==> src/rtl/pc_sequencer_pkg.sv <==
// Shared definitions for the program-counter sequencer: FSM state encoding,
// next-PC select codes, default reset/exception addresses and an alignment helper.
package pc_sequencer_pkg;

    typedef enum logic [1:0] {
        IDLE   = 2'd0,
        FETCH  = 2'd1,
        EXEC   = 2'd2,
        HALTED = 2'd3
    } state_t;

    typedef enum logic [1:0] {
        SEL_SEQ    = 2'd0,
        SEL_BRANCH = 2'd1,
        SEL_JUMP   = 2'd2,
        SEL_EXC    = 2'd3
    } pc_sel_t;

    localparam logic [31:0] DEFAULT_RESET_PC   = 32'h0000_0000;
    localparam logic [31:0] DEFAULT_EXC_VECTOR = 32'h0000_0080;
    localparam logic [31:0] DEFAULT_PC_STEP    = 32'd4;

    // Instruction addresses must be word aligned; any low bit set is a fault.
    function automatic logic is_misaligned(input logic [31:0] addr);
        return (addr[1:0] != 2'b00);
    endfunction

endpackage

==> src/rtl/pc_next_select.sv <==
// Combinational next-PC selector: jump beats branch beats sequential step,
// and a misaligned redirect target is replaced by the exception vector.
module pc_next_select
    import pc_sequencer_pkg::*;
#(
    parameter logic [31:0] EXC_VECTOR = DEFAULT_EXC_VECTOR,
    parameter logic [31:0] PC_STEP    = DEFAULT_PC_STEP
) (
    input  logic [31:0] pc,
    input  logic        jump,
    input  logic [31:0] jump_target,
    input  logic        branch_taken,
    input  logic [31:0] branch_target,
    output logic [31:0] next_pc,
    output logic        misaligned
);

    pc_sel_t sel;

    // Pick the source by priority; only redirect targets are alignment-checked,
    // the sequential step from an aligned pc is always aligned.
    always_comb begin
        sel = SEL_SEQ;
        if (jump) begin
            sel = is_misaligned(jump_target) ? SEL_EXC : SEL_JUMP;
        end else if (branch_taken) begin
            sel = is_misaligned(branch_target) ? SEL_EXC : SEL_BRANCH;
        end
    end

    // Turn the select code into the address; the sequential add wraps mod 2^32.
    always_comb begin
        next_pc    = pc + PC_STEP;
        misaligned = 1'b0;
        case (sel)
            SEL_SEQ:    next_pc = pc + PC_STEP;
            SEL_BRANCH: next_pc = branch_target;
            SEL_JUMP:   next_pc = jump_target;
            SEL_EXC: begin
                next_pc    = EXC_VECTOR;
                misaligned = 1'b1;
            end
            default:    next_pc = pc + PC_STEP;
        endcase
    end

endmodule

==> src/rtl/pc_sequencer.sv <==
// Program counter owner: fetches each instruction over a req/ack handshake,
// holds it for an execute window, then chooses the next pc.
module pc_sequencer
    import pc_sequencer_pkg::*;
#(
    parameter logic [31:0] RESET_PC   = DEFAULT_RESET_PC,
    parameter logic [31:0] EXC_VECTOR = DEFAULT_EXC_VECTOR,
    parameter logic [31:0] PC_STEP    = DEFAULT_PC_STEP
) (
    input  logic        clock,
    input  logic        reset_n,
    output logic        fetch_req,
    output logic [31:0] fetch_addr,
    input  logic        fetch_ack,
    input  logic [31:0] fetch_rdata,
    output logic [31:0] instr,
    output logic [31:0] instr_pc,
    output logic        instr_valid,
    input  logic        stall,
    input  logic        branch_taken,
    input  logic [31:0] branch_target,
    input  logic        jump,
    input  logic [31:0] jump_target,
    input  logic        halt,
    output logic        exc_misaligned,
    output logic        halted
);

    state_t      state;
    state_t      state_next;
    logic [31:0] pc;
    logic [31:0] pc_d;
    logic [31:0] instr_d;
    logic [31:0] instr_pc_d;
    logic        exc_d;
    logic [31:0] sel_pc;
    logic        sel_misaligned;

    pc_next_select #(
        .EXC_VECTOR (EXC_VECTOR),
        .PC_STEP    (PC_STEP)
    ) u_next_select (
        .pc            (pc),
        .jump          (jump),
        .jump_target   (jump_target),
        .branch_taken  (branch_taken),
        .branch_target (branch_target),
        .next_pc       (sel_pc),
        .misaligned    (sel_misaligned)
    );

    // State register; reset abandons any outstanding fetch immediately.
    always_ff @(posedge clock or negedge reset_n) begin
        if (!reset_n) state <= IDLE;
        else          state <= state_next;
    end

    // Next state and next register values; stall freezes EXEC entirely, halt outranks redirects.
    always_comb begin
        state_next = state;
        pc_d       = pc;
        instr_d    = instr;
        instr_pc_d = instr_pc;
        exc_d      = 1'b0;
        case (state)
            IDLE:   state_next = FETCH;
            FETCH: begin
                if (fetch_ack) begin
                    instr_d    = fetch_rdata;
                    instr_pc_d = pc;
                    state_next = EXEC;
                end
            end
            EXEC: begin
                if (!stall) begin
                    if (halt) begin
                        state_next = HALTED;
                    end else begin
                        pc_d       = sel_pc;
                        exc_d      = sel_misaligned;
                        state_next = FETCH;
                    end
                end
            end
            HALTED: state_next = HALTED;
            default: state_next = IDLE;
        endcase
    end

    // Datapath and registered outputs, all derived from the upcoming state.
    always_ff @(posedge clock or negedge reset_n) begin
        if (!reset_n) begin
            pc             <= RESET_PC;
            instr          <= 32'h0;
            instr_pc       <= 32'h0;
            fetch_req      <= 1'b0;
            instr_valid    <= 1'b0;
            exc_misaligned <= 1'b0;
            halted         <= 1'b0;
        end else begin
            pc             <= pc_d;
            instr          <= instr_d;
            instr_pc       <= instr_pc_d;
            fetch_req      <= (state_next == FETCH);
            instr_valid    <= (state_next == EXEC);
            exc_misaligned <= exc_d;
            halted         <= (state_next == HALTED);
        end
    end

    assign fetch_addr = pc;

endmodule

==> config.mk <==
export PLATFORM = sky130hd
export DESIGN_NAME = pc_sequencer
export DESIGN_NICKNAME = d
export VERILOG_FILES = /design/src/rtl/pc_sequencer_pkg.sv /design/src/rtl/pc_next_select.sv /design/src/rtl/pc_sequencer.sv
export SDC_FILE = /design/constraint.sdc
export NUM_CORES = 1
export LEC_CHECK = 0
export CAP_MARGIN = 0
export CORE_UTILIZATION = 39
export DETAILED_ROUTE_END_ITERATION = 10
export GPL_TIMING_DRIVEN = 0
export PLACE_DENSITY_LB_ADDON = 0.05
export SETUP_SLACK_MARGIN = 0.02
export SYNTH_ARGS = -nofsm -noshare
export SYNTH_HDL_FRONTEND = slang
export SYNTH_SLANG_ARGS = --single-unit
==> constraint.sdc <==
create_clock -name clock -period 1.8 [get_ports clock]
set_input_delay 0.45 -clock clock [delete_from_list [all_inputs] [get_ports clock]]
set_output_delay 0.45 -clock clock [all_outputs]
set_load 0.005 [all_outputs]
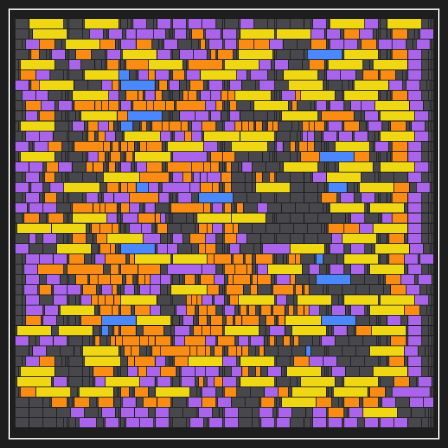
(placed cells, one colour a class)
Fill, decap, tap and diode cells in grey.
colour	class	cells
blue	clock drivers and dummy loads	16
orange	remaining logic cells	295
purple	remaining buffers and delay cells	298
yellow	registers	102
final design utilization: 68.84%
Placeable Area: 12110 um^2
Site Rows: 40
Seq/total area: 30.91%

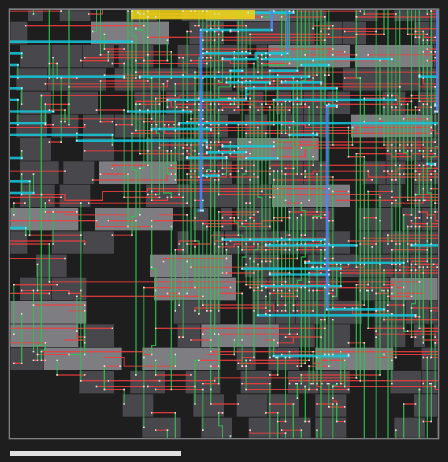
(zoomed window)
The bar under the picture is 20 um long. Window x 3 to 53, y 3 to 53 um. Cells in grey, sequential cells in the stronger grey; small squares are vias.
colour	layer
cyan	M3
green	M2
blue	M4
yellow	M5
red	M1
netlist names of flops here include	fetch_addr (10), instr_pc (8)
cells with their middle in the window	160
sequential cells in the window	18
most frequent	clkdlybuf4s50_1 (39), buf_4 (15), dfrtp_1 (13)

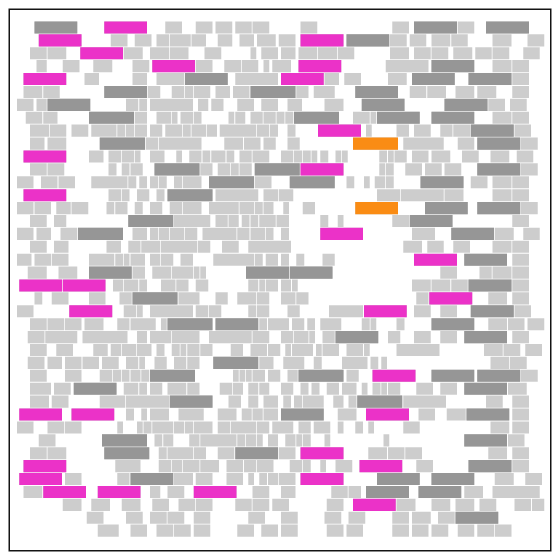
(register map, names as in the netlist)
Other sequential cells in the stronger grey, the rest of the logic in the fainter grey.
colour	name in the netlist	flops
orange	state	2
magenta	instr_pc	32
not coloured	68
sequential cell area: 2577 um^2
Seq power: 3.20 mW

==> COMMIT_EDITMSG <==
Update PnR metrics after Yosys + OpenROAD run

* Post-route cell area: 8338 um^2
* Post-CTS Setup Bufs: 50
- The first detailed-routing pass took 5 iterations.
* Final Max-Slew Violation Tally: 0
- Across all setup checks in the final design, the least slack found is -0.09248 ns.
* Max H-tree Level: 3
- Input and output buffers added on the ports amount to 202.
- Number of logged tool warnings: 29
- In this run, placement finished with an instance count of 801.
- STA classifies the critical path startpoint as a register.
* Critical R2R Launch: state[0]
- The cell type that accounts for the most area after synthesis is dfrtp_1.
* CTS Hold Buffers Added: 0
- Share of the synthesized area in the top cell type: 52.32%
- Summed over all nets, wire length on met2 after detailed routing comes to 8199 um.
* Number of nets with antenna violations after routing: 0
- The worst path in the final design needs a cycle of 1.892 ns, including I/O delays and setup.
- Per the synthesis report, the simple-gate share of the synthesized area is 12.95%.
* Result of the run: complete, but fails checks
* Layer with the highest usage: met2
- Yosys stat area: 4878 um^2
- Per the post-synthesis stats, the area per cell is 11.35 um^2.
- Inserted Clock Buffers: 9
* Psw: 2.158 mW
- In this run, the synthesized area fraction spent on AND-OR/OR-AND gates is recorded as 17.44%.
- Number of nets in the finished design: 810
- Floorplan Utilization: 40.28%
- Pin count of the biggest net entering global routing: 65
- Mux area share: 12.70%
* Setup violators final: 12
* Post-placement cell area: 7181 um^2
- Clock edge transition at the registers on the reported setup and hold paths: 0.07 ns
- The checks that failed: negative setup slack.
- The final timing report lists clock skew as 0.004286 ns.
* Net Count, Synth: 534
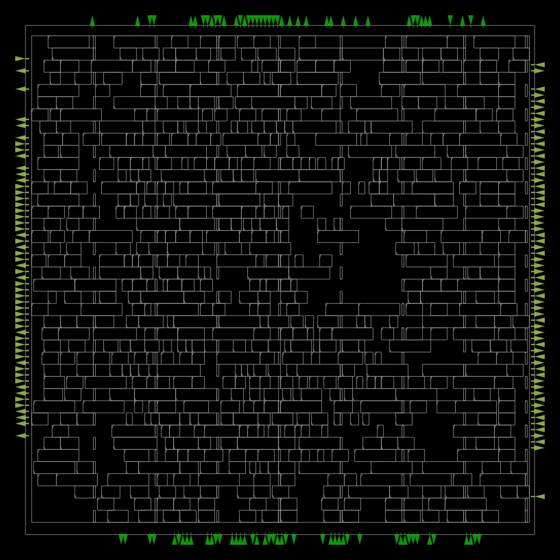
(cell outlines without signal wires)
number of tap cells added at floorplan: 168
flip-flop and latch count: 102
Cell Count, Final, Fillers Out: 880

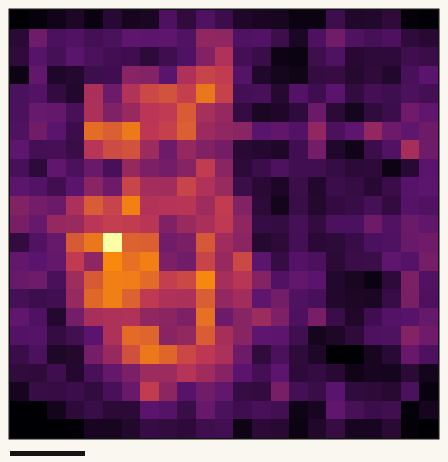
(signal metal coverage by tile)
The bar under the picture is 20 um long. 23 x 23 tiles, from black (low) to pale yellow (high), scaled to the fullest tile. Values are wire area over tile area, all layers added.
tiles over half the peak	11%
emptiest ninth of the die	lower right
fullest tile	0.83
nearly empty tiles	2.8%
densest ninth of the die	middle left
mean over tiles	0.22
count of vias placed by the detailed router: 4889
Routed WL per cell: 19.52 um

how the worst min path moves through the flow:
stage                           endpoint  cells after the start  slack, ns   startpoint
after floorplan           exc_misaligned                      0       0.15      reset_n
after global placement       instr_pc[6]                      2       0.46  instr_pc[6]
after detailed placement       instr[31]                      1       0.46      reset_n
after CTS                      instr[31]                      1       0.08      reset_n
after global routing           instr[31]                      1       0.10      reset_n
final                          instr[31]                      1       0.06      reset_n
flip-flops by register name, summed over array words and instances (netlist names):
signal          count
exc_misaligned      1
fetch_addr         32
fetch_req           1
halted              1
instr              32
instr_pc           32
instr_valid         1
state               2
area by class of cell:
type	instances	area, um^2	area share [%]
inverters	11	41.29	0.4952
multi-input cells	284	2397	28.75
plain buffers	30	265.3	3.181
repair buffers	268	2566	30.78
flip-flops and latches	102	2577	30.91
clock inverters	5	35.03	0.4202
well taps	168	210.2	2.521
diodes	1	2.502	0.03001
clock buffers	11	242.7	2.911
per-stage QoR:
step,util [%],power (mW),setup WS (ns)
2_1_floorplan,-,3.926,-0.2069
3_3_place_gp,59.08,5.441,-4.117
3_5_place_dp,59.29,5.515,-1.403
4_1_cts,66.51,7.629,-0.07224
5_1_grt,68.84,8.089,-0.1372
6_report,68.84,7.694,-0.09248
worst max-delay path, cell delays in order (launching register included):
cell and delay, ns:
dfrtp_2 0.42, or4b_4 0.52, buf_12 0.17, a221o_1 0.34
a311oi_2 0.23, nor3_1 0.08
power by group through the flow:
| stage | combinational [mW] | sequential (mW) | clock [mW] |
|---|---|---|---|
| after global placement | 2.17 | 3.27 | 0 |
| final | 2.64 | 3.20 | 1.86 |
| after global routing | 2.84 | 3.26 | 1.99 |
| after floorplan | 0.636 | 3.29 | 0 |
| after detailed placement | 2.21 | 3.31 | 0 |
| after CTS | 2.54 | 3.20 | 1.89 |
Power is estimated from default activity; no workload was simulated.
